## src/rtl/hamming_rx_ctrl.sv

```systemverilog
// hamming_rx_ctrl: receive-side sequencer for Hamming(7,4) codewords.
// Latency: out_valid rises after the second clock edge following acceptance; one word per 4 cycles.
// Backpressure: result is held stable while out_ready=0; in_ready is high only in IDLE.
//
// Ports: clk/rst (async active-high); in_valid/in_ready/in_word (7-bit codeword
// [i3,i2,i1,c2,i0,c1,c0]); out_valid/out_ready with data_out {i3,i2,i1,i0},
// err_flag, err_pos (1..7, 0 = clean); cnt_clr / err_count corrected-word counter.
// Optional feature: define HAMMING_STATS_EN to build the saturating err_count;
// otherwise err_count is tied to 0 and cnt_clr is ignored.

// module_corrector_error: flips one bit of a 7-bit word.
// The bit index is the bit-reverse of sindrome; index 7 (sindrome 3'b111) flips nothing.
module module_corrector_error (
  input  logic [6:0] word,
  input  logic [2:0] sindrome,
  output logic [6:0] corrected
);
  logic [2:0] idx;

  assign idx = {sindrome[0], sindrome[1], sindrome[2]};

  always_comb begin
    corrected = word;
    if (idx != 3'd7) corrected[idx] = ~word[idx];
  end
endmodule

module hamming_rx_ctrl #(
  parameter int CNT_W = 8
) (
  input  logic             clk,
  input  logic             rst,
  input  logic             in_valid,
  output logic             in_ready,
  input  logic [6:0]       in_word,
  output logic             out_valid,
  input  logic             out_ready,
  output logic [3:0]       data_out,
  output logic             err_flag,
  output logic [2:0]       err_pos,
  input  logic             cnt_clr,
  output logic [CNT_W-1:0] err_count
);
  localparam logic [1:0] IDLE = 2'd0;
  localparam logic [1:0] SYND = 2'd1;
  localparam logic [1:0] CORR = 2'd2;
  localparam logic [1:0] HOLD = 2'd3;

  logic [1:0] state;
  logic [6:0] word_q;
  logic [2:0] pos_q;
  logic [2:0] pos_m1;
  logic [2:0] sind;
  logic [6:0] corr;

  // Both handshake outputs decode the state register only, so there is no
  // combinational path from out_ready to in_ready.
  assign in_ready  = (state == IDLE);
  assign out_valid = (state == HOLD);

  // Hamming position p maps to word bit p-1; the corrector expects that index
  // bit-reversed. pos=0 wraps to 7, which the corrector treats as "no flip".
  assign pos_m1 = pos_q - 3'd1;
  assign sind   = {pos_m1[0], pos_m1[1], pos_m1[2]};

  module_corrector_error u_corr (
    .word      (word_q),
    .sindrome  (sind),
    .corrected (corr)
  );

  always_ff @(posedge clk or posedge rst) begin
    if (rst) begin
      state    <= IDLE;
      word_q   <= '0;
      pos_q    <= '0;
      data_out <= '0;
      err_flag <= 1'b0;
      err_pos  <= '0;
    end else begin
      case (state)
        IDLE: begin
          if (in_valid) begin
            word_q <= in_word;
            state  <= SYND;
          end
        end
        SYND: begin
          pos_q[0] <= word_q[0] ^ word_q[2] ^ word_q[4] ^ word_q[6];
          pos_q[1] <= word_q[1] ^ word_q[2] ^ word_q[5] ^ word_q[6];
          pos_q[2] <= word_q[3] ^ word_q[4] ^ word_q[5] ^ word_q[6];
          state    <= CORR;
        end
        CORR: begin
          data_out <= {corr[6], corr[5], corr[4], corr[2]};
          err_pos  <= pos_q;
          err_flag <= (pos_q != 3'd0);
          state    <= HOLD;
        end
        default: begin
          if (out_ready) state <= IDLE;
        end
      endcase
    end
  end

  // Check bits of the corrected word are not part of the result.
  logic unused_corr;
  assign unused_corr = ^{corr[3], corr[1], corr[0]};

`ifdef HAMMING_STATS_EN
  logic [CNT_W-1:0] cnt_q;

  // Clear wins over a same-cycle increment; the count sticks at all-ones.
  always_ff @(posedge clk or posedge rst) begin
    if (rst) begin
      cnt_q <= '0;
    end else if (cnt_clr) begin
      cnt_q <= '0;
    end else if (state == CORR && pos_q != 3'd0 && cnt_q != {CNT_W{1'b1}}) begin
      cnt_q <= cnt_q + 1'b1;
    end
  end

  assign err_count = cnt_q;
`else
  logic unused_clr;
  assign unused_clr = cnt_clr;
  assign err_count  = '0;
`endif
endmodule

```

## config.mk

```make
export PLATFORM = sky130hd
export DESIGN_NAME = hamming_rx_ctrl
export DESIGN_NICKNAME = d
export VERILOG_FILES = /design/src/rtl/hamming_rx_ctrl.sv
export SDC_FILE = /design/constraint.sdc
export NUM_CORES = 1
export LEC_CHECK = 0
export CAP_MARGIN = 40
export CORE_MARGIN = 5
export CORE_UTILIZATION = 47
export DETAILED_ROUTE_END_ITERATION = 16
export GPL_TIMING_DRIVEN = 0
export HOLD_SLACK_MARGIN = 0.08
export PLACE_DENSITY = 0.82
export SKIP_LAST_GASP = 1
export SYNTH_ARGS = -nofsm -noshare
export SYNTH_HDL_FRONTEND = slang
export SYNTH_HIERARCHICAL = 1
export SYNTH_SLANG_ARGS = --single-unit
```

## constraint.sdc

```tcl
create_clock -name clk -period 2.35 [get_ports clk]
set_clock_uncertainty 0.15 [all_clocks]
set_input_delay 0.47 -clock clk [delete_from_list [all_inputs] [get_ports clk]]
set_output_delay 0.47 -clock clk [all_outputs]
set_load 0.02 [all_outputs]
```

placement_by_type.png
Fill, decap, tap and diode cells in grey.
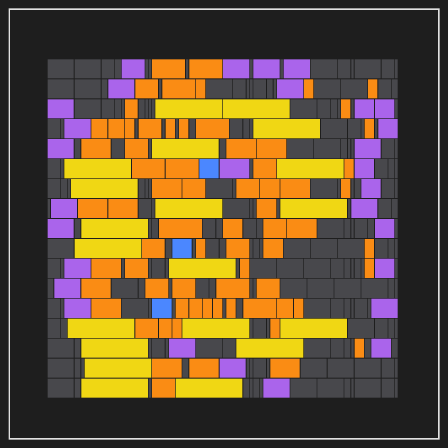
class	colour	cells	share of their area
combinational and other logic	orange	70	41%
clock drivers	blue	3	1.7%
flops	yellow	20	37%
other buffers and delay cells	purple	29	20%

flops_by_reg.png
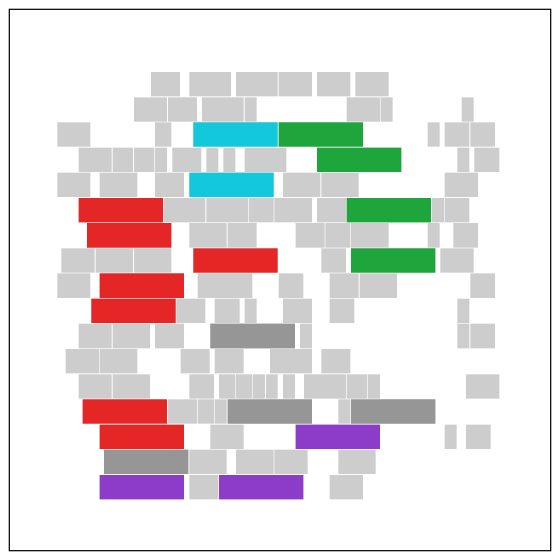
signal	colour	sequential cells
`state`	cyan	2
`data_out`	green	4
`err_pos`	purple	3
`word_q`	red	7
not coloured	4
Layout Utilization: 0.624
sequential cell area share: 0.362

placement.png
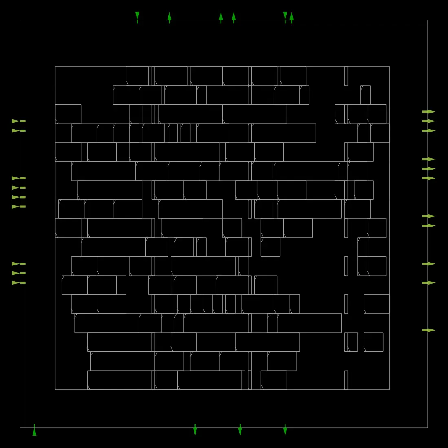
number of rows in the core area: 17
FF+latch count: 20
area of the core: 2210 um^2
number of well taps: 28

==> summary.txt <==
Synthesis and PnR results.

- The run finished with clean final reports.
- After routing, the total negative slack on setup checks comes to 0 ps.
- Measured on the final layout, buffering overhead outside the clock network stands at 0.196.
- The wire-length estimate of the detail-placed layout is 1.39 mm.
- The layout filler cell count reads approximately 190.
- Per the summary, power density relative to cell area is 1450 nW/um^2.
- The worst path required time is 1730 ps.
- The detailed-routing iteration count for the pre-antenna-repair pass reads 2.
- The fraction of power spent switching nets is 0.384.
- The area-dominant cell class after layout reads multi-input combinational cells.
- The final hold violation count is 0.
- The logic gate share of total power is 0.586.
- The switching power of the nets reads ~0.77 mW.
- The TritonCTS clock tree is yes.
- The met3 layer wire length in the routed design reads around 130 um.
- The depth of the critical timing path with buffers and inverters included is 3.
- The time the final worst path needs with I/O delays and setup is 2130 ps.
- After clock tree synthesis, the setup repair step added 0 buffers.
- The starting density of the core reads 0.497.
- The maximum count of clock buffers along a single path reads 2.
- A synthesized cell averages 11.9 um^2.
- In the detailed route, the total length drawn on met2 is 827 um.
- The die extent in x is 58.3 um.
- The highest clock frequency the design can meet reads 470 MHz.
- met2 track demand over resource after global routing is 0.193.
- The total non-filler cell area in the finished layout reads 1380 um^2.
- Global routing finished with a remaining overflow of 0.
- The largest fanout on the critical path reads 6.
- For the worst min-delay path, the startpoint reported by OpenROAD is data_out[3].
- The final-stage net count is roughly 140.
- Traced cell by cell, the critical path runs through inv_1, ha_1, dlygate4sd2_1.
- Counting cells, the worst reg-to-reg path comes to 6.
- The power drawn by the sequential cells is 0.675 mW.
- The routed wirelength on the met1 layer is recorded as 711 um.
- The top power group reads combinational logic.
- The first-iteration detailed-routing DRC count reads 2.
- The number of max-cap violations is 0.
- The global-route wire length before repair is 2.90 mm.
- The detail-routed net length per standard cell reads 11.3 um.
- Non-clock inverters in the final layout number 8.
- The number of clock buffers in the layout reads 3.
- The final number of max-transition violations reads 0.
- The clock distribution power reads 0.152 mW.
- The launch point of the worst reg-to-reg path is pos_q[0].
- Per the final report, the share of cell area in clock cells is 0.0163.
- In this run the top signal layer used is met4.
- The cts-stage hold buffer count is 0.
- The worst pin sits at a relative slew slack of 0.512.
- The number of I/O pins is 30.
- Registers take 500 um^2.
- The terminus of the critical flop-to-flop path reads data_out[1].
- The combinational power reads 1.17 mW.
- The share of final-layout standard cells stronger than drive strength 1 reads 0.246.
- Per the OpenROAD floorplan log, the area of the die is 3400 um^2.
- The routed wire length reads 1.70 mm.
- The register ranked first by flip-flop count reads word_q.
- The last weighted congestion value of the routability-driven placer is around 0.73.
- The power share of the sequential group is 0.337.
- In the routed design, unresolved DRC markers number 0.
- STA reports the tightest min-delay check as being of type reg2reg.
- The flip-flop count of the largest register after layout reads 7.
- The cell area after placement is 1360 um^2.
- The pre-CTS setup slack is 258 ps.
- The delay of the slowest critical-path stage reads 430 ps.
- Total global-route track usage over all layers is 0.112.
- In the final layout, the registers with the most flip-flops are word_q x7, data_out x4.
- The initial antenna violation count came to 0.
- The power report attributes to the clock group a share of 0.076.
- The launching element of the worst setup path reads state[0].
- The worst setup path is launched from a flip-flop.
- The least setup slack across all paths after layout is between 200 and 250 ps.
- In the finished design, the share of the clock period the worst path needs comes to 0.905.
- The smallest hold slack is about 360 ps.
- The number of clock buffers added by TritonCTS is 3.
- The timing report attributes the biggest portion of critical-path delay to buffers and inverters.
- The number of warning messages in the yosys log reads 6.
- Per the finish-stage timing summary, setup violations number 0.
- Per the post-synthesis report, the number of cells in the design is 92.
- The timing report notes that buffer and inverter cells on the critical path total 2.
- The count of non-CTS buffers in the layout reads 29.
- The via count normalized by instance count is 4.63.
- At the worst endpoint, the arrival time is 1510 ps.
- The multi-input combinational cell count is 62.
- The clock transition time at the flip-flop clock pins of the worst setup and hold paths reads 100 ps.
- The post-route antenna net violation count reads 0.
metal_density.png
The bar under the picture is 20 um long. The die is cut into 12 by 12 equal tiles; black is low, pale yellow is high, scaled to the fullest tile. Values are wire area over tile area, all layers added.
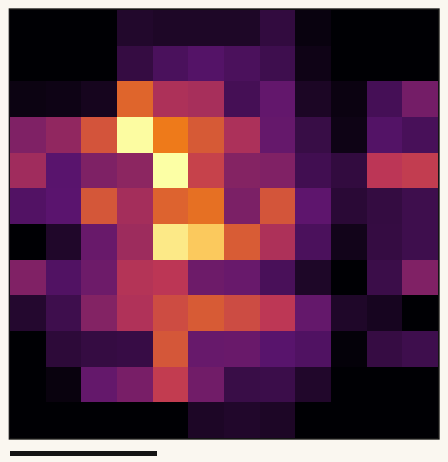
mean over tiles	0.081
densest ninth of the die	centre
emptiest ninth of the die	lower right
tiles over half the peak	14%
nearly empty tiles	21%

wires.png
The bar under the picture is 20 um long. Only two layers are drawn.
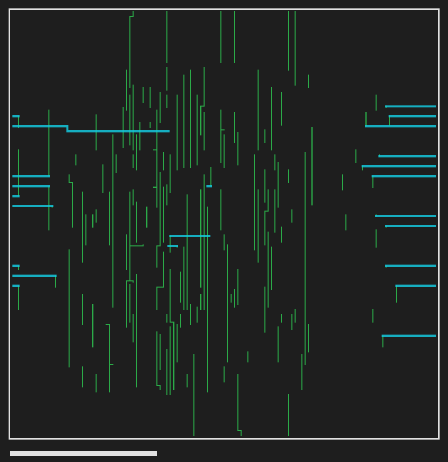
layer	colour	wire length
metal 2	green	828 um
metal 3	cyan	134 um

[worst reg2reg max path, delay by kind of cell, from the launching register on]
kind	cells	cell delay, ps
AND/OR/NAND/NOR	1	260
buffers and inverters	1	160
adder cells (fa/ha/maj)	1	180
multiplexers	1	270
XOR/XNOR	2	370
flip-flops	1	410
[cells in the final DEF (no fill, tap or decap), drive strengths merged]
master / n
ha: 7
xnor2: 10
a22o: 1
nor2: 5
conb: 8
nand2b: 1
xor2: 3
nor3b: 2
dfrtp: 20
buf: 9
o22ai: 1
nand3b: 2
clkdlybuf4s50: 19
clkbuf: 3
o31a: 2
a31oi: 1
a21oi: 3
inv: 8
o21ai: 1
dlygate4sd2: 1
mux2: 14
nand2: 1
Power is estimated from default activity; no workload was simulated.
